metal_density.png
(8 px per um) 10 x 10 tiles, from dark purple (low) to yellow (high), scaled to the fullest tile. Values are wire area over tile area, all layers added.
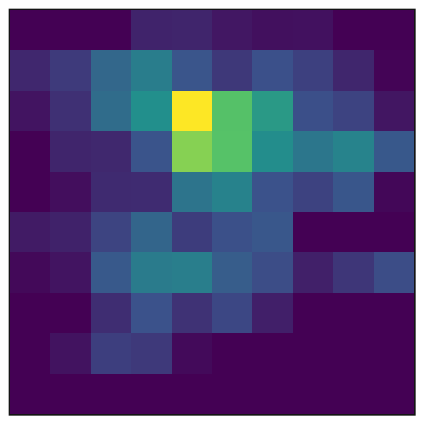
sizes.png
(6 px per um)
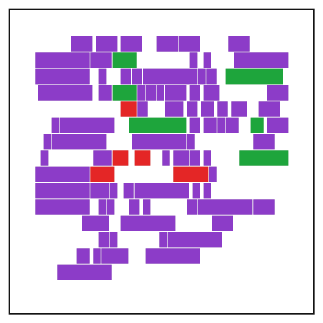
===== config.mk =====
export PLATFORM = sky130hd
export DESIGN_NAME = rr_arbiter
export DESIGN_NICKNAME = d
export VERILOG_FILES = /design/src/rtl/rr_arbiter.sv
export SDC_FILE = /design/constraint.sdc
export NUM_CORES = 1
export LEC_CHECK = 0
export ABC_AREA = 0
export CAP_MARGIN = 20
export CORE_MARGIN = 4
export CORE_UTILIZATION = 45
export DETAILED_ROUTE_END_ITERATION = 6
export GPL_ROUTABILITY_DRIVEN = 0
export PLACE_DENSITY = 0.72
export SLEW_MARGIN = 5
export SYNTH_ARGS = -nofsm -noshare
export SYNTH_HDL_FRONTEND = slang
export SYNTH_SLANG_ARGS = --single-unit

===== constraint.sdc =====
create_clock -name clk -period 4.25 [get_ports clk]
set_input_delay 0.85 -clock clk [delete_from_list [all_inputs] [get_ports clk]]
set_output_delay 0.85 -clock clk [all_outputs]
set_load 0.01 [all_outputs]

===== src/rtl/rr_arbiter.sv =====
`default_nettype none
// ----------------------------------------------------------------------------
// rr_arbiter : 4-requester round-robin arbiter with a per-grant hold limit.
// Revision   : 1.0
// ----------------------------------------------------------------------------
module rr_arbiter #(
  parameter int MAX_HOLD = 8
) (
  input  logic       clk,
  input  logic       rst,
  input  logic [3:0] req,
  output logic [3:0] gnt,
  output logic [1:0] gnt_id,
  output logic       busy,
  output logic       preempt
);

  typedef enum logic [1:0] {
    S_IDLE  = 2'b00,
    S_GRANT = 2'b01
  } state_e;

  localparam logic [7:0] C_MAX_HOLD = MAX_HOLD[7:0];

  state_e     state_q, state_d;
  logic [1:0] last_q, last_d;
  logic [3:0] gnt_q, gnt_d;
  logic [1:0] gnt_id_q, gnt_id_d;
  logic [7:0] hold_q, hold_d;
  logic       busy_q, busy_d;
  logic       preempt_q, preempt_d;
  logic [1:0] w_win;

  // First set request scanning from last+1 round to last itself.
  function automatic logic [1:0] pick(input logic [3:0] r, input logic [1:0] p);
    logic [1:0] idx;
    logic [1:0] win;
    logic       found;
    win   = p;
    found = 1'b0;
    for (int k = 1; k <= 4; k++) begin
      idx = p + 2'(k);
      if (!found && r[idx]) begin
        win   = idx;
        found = 1'b1;
      end
    end
    return win;
  endfunction

  assign w_win = pick(req, last_q);

  always_comb begin
    state_d   = state_q;
    last_d    = last_q;
    gnt_d     = gnt_q;
    gnt_id_d  = gnt_id_q;
    hold_d    = hold_q;
    preempt_d = 1'b0;
    case (state_q)
      S_IDLE: begin
        gnt_d    = 4'b0000;
        gnt_id_d = 2'd0;
        hold_d   = 8'd0;
        if (|req) begin
          state_d  = S_GRANT;
          gnt_d    = 4'b0001 << w_win;
          gnt_id_d = w_win;
          last_d   = w_win;
          hold_d   = 8'd1;
        end
      end
      S_GRANT: begin
        // A dropped request wins over hold expiry, so no preempt in that case.
        if (!req[gnt_id_q]) begin
          state_d  = S_IDLE;
          gnt_d    = 4'b0000;
          gnt_id_d = 2'd0;
          hold_d   = 8'd0;
        end else if (hold_q >= C_MAX_HOLD) begin
          state_d   = S_IDLE;
          gnt_d     = 4'b0000;
          gnt_id_d  = 2'd0;
          hold_d    = 8'd0;
          preempt_d = 1'b1;
        end else begin
          hold_d = hold_q + 8'd1;
        end
      end
      default: begin
        state_d  = S_IDLE;
        gnt_d    = 4'b0000;
        gnt_id_d = 2'd0;
        hold_d   = 8'd0;
      end
    endcase
    busy_d = |gnt_d;
  end

  always_ff @(posedge clk or negedge rst) begin
    if (!rst) begin
      state_q   <= S_IDLE;
      last_q    <= 2'd3;
      gnt_q     <= 4'b0000;
      gnt_id_q  <= 2'd0;
      hold_q    <= 8'd0;
      busy_q    <= 1'b0;
      preempt_q <= 1'b0;
    end else begin
      state_q   <= state_d;
      last_q    <= last_d;
      gnt_q     <= gnt_d;
      gnt_id_q  <= gnt_id_d;
      hold_q    <= hold_d;
      busy_q    <= busy_d;
      preempt_q <= preempt_d;
    end
  end

  assign gnt     = gnt_q;
  assign gnt_id  = gnt_id_q;
  assign busy    = busy_q;
  assign preempt = preempt_q;

endmodule
`default_nettype wire


==> reports/results.ini <==
[synth]
top_cell=sky130_fd_sc_hd__dfrtp_1
synthesis.instances=72
synth_flops=19
mux_share_of_area_pct=2.77
synth-adder-area-share_pct=3.08
synth_chip_area_um2=813
yosys_most_used_dff=sky130_fd_sc_hd__dfrtp_1
common_cells=17 x sky130_fd_sc_hd__dfrtp_1, 8 x sky130_fd_sc_hd__nand2_1, 8 x sky130_fd_sc_hd__o21ai_0
sequential_share_of_the_synthesized_area_pct=58.8
post_synth_and_or_nand_nor_area_fraction_pct=15.7
ys_async_sr_fraction_pct=100
synth-edff-count=0
synth_area_per_cell_um2=11.3
synthesis.yosys.warnings=0
synth.logic.top_family=simple AND/OR/NAND/NOR gates
synthDominantCellAreaShare_pct=52.3

[cells_and_area]
antenna-diode-count=0
mostFrequentLayoutCell=sky130_fd_sc_hd__dfrtp_1
nMultiInputCombCells=52
largest_cell_class=sequential cells
area.combinational_um2=332
layout.non_clock_inverters=4
flop-count=19
clock_buffers=4
largest_register_ffs=8
final.fill_count=146
sh_seq_area_pct=47.2
final_layout_size_suffix_gt1_share_pct=12.0
final-seq-area_um2=478
final_core_utilization_pct=58.6
comb_area_share_pct=32.8
clk_share_pct=2.60

[power_and_ir_drop]
internal_power_w=0.000385
power.group.top=registers
seq_power_w=0.000282
sum_of_internal_switching_and_leakage_power_w=0.000578
powerDensity_nw_per_um2=571
total_switching_power_w=0.000194
ir_worst_vdd_mv=0.317
comb_power_w=0.000207
combinationalPowerShare_pct=35.8

[min_path]
hold_path_class=reg2reg

[clock_network]
clk_path_buf_depth=2
cts_post_setup_buffers_inserted=0
clock_latency_ns=0.29
root_buffer_master=sky130_fd_sc_hd__clkbuf_4
cts_tree=yes
cts-buffers-inserted=3
clkSlewWorstSetupHoldPaths_ns=0.10
ctsHtreeMaxLevel=1

[floorplan]
core_util_floorplan_pct=47.1
rows=15
die_w_um=50.5

[critical_path]
type_of_destination_of_the_critical_path=register
crit_slowest_cell=sky130_fd_sc_hd__mux4_2
setup.worst_path.start_class=input pin
path_cells=clkdlybuf4s50_1 > mux4_2 > and4bb_4 > a32o_2
cp.arrival_ns=2.34

[detailed_routing]
remaining_drc_errors=0
detail-route-antenna-nets=0
route.met2.wl_um=649
first_pass_iteration_count_of_the_detailed_router=4
top_signal_layer_used=met4

[global_routing]
met3_usage_pct=4.15
grt_first_pass_wirelength_um=2390
first_global_vias=545
grt_start_max_net_pins=20
gr-usage-met2_pct=19.8

[timing]
setup_tns_ns=0
worstMarginPinSlew_ns=0.806
finalSetupViolCount=0
maxClockFrequency_mhz=464
ratio_of_final_minimum_period_to_clock_period_pct=50.7
timing.max_slew.rel_slack_pct=46.1
finalCriticalPeriod_ns=2.16
clk_skew_ns=0.00317
post-route-worst-setup-slack_ns=2.09
timing.hold.ws_ns=0.521
hold_viol=0

[run]
max-cap-violations=0

[place]
dpl.hpwl_um=1120
setup_ws_pre_cts_ns=1.80

[outcome]
run_status=finished, final reports clean

About metal_density.png:
emptiest ninth of the die	bottom right
nearly empty tiles	33%
mean over tiles	0.091
All-Layer GR Usage: 12.9%
total routed wirelength: 1470 um
via count: 588
Wirelength per Cell: 12.6 um

About sizes.png:
color	size	cells	share
green	_2 cells	6	6.5%
red	_3 and _4 cells	5	5.4%
purple	_0 and _1 cells	81	88%
Area growth, synth to finish: 24.5%
Non-Clock Buffer Count: 13

path summary, 6_finish.rpt:
| kind | from | endpoint | slack (ns) | cells past startpoint |
|---|---|---|---|---|
| worst min-delay path | hold_q[0] | hold_q[0] | 0.52 | 1 |
| max in group asynchronous | rst | hold_q[5] | 2.73 | 1 |
| worst min register to register | hold_q[0] | hold_q[0] | 0.52 | 1 |
| worst max-delay path | req[3] | gnt[0] | 2.09 | 4 |
| worst max register to register | last_q[0] | gnt_id[0] | 2.66 | 4 |
| min in group asynchronous | rst | state_q[0] | 1.02 | 1 |
worst max-delay path: cells and delay by family:
kind | cells | cell delay (ns)
buf+inv | 1 | 0.47
simple gates | 1 | 0.26
mux | 1 | 0.54
compound gates | 1 | 0.22
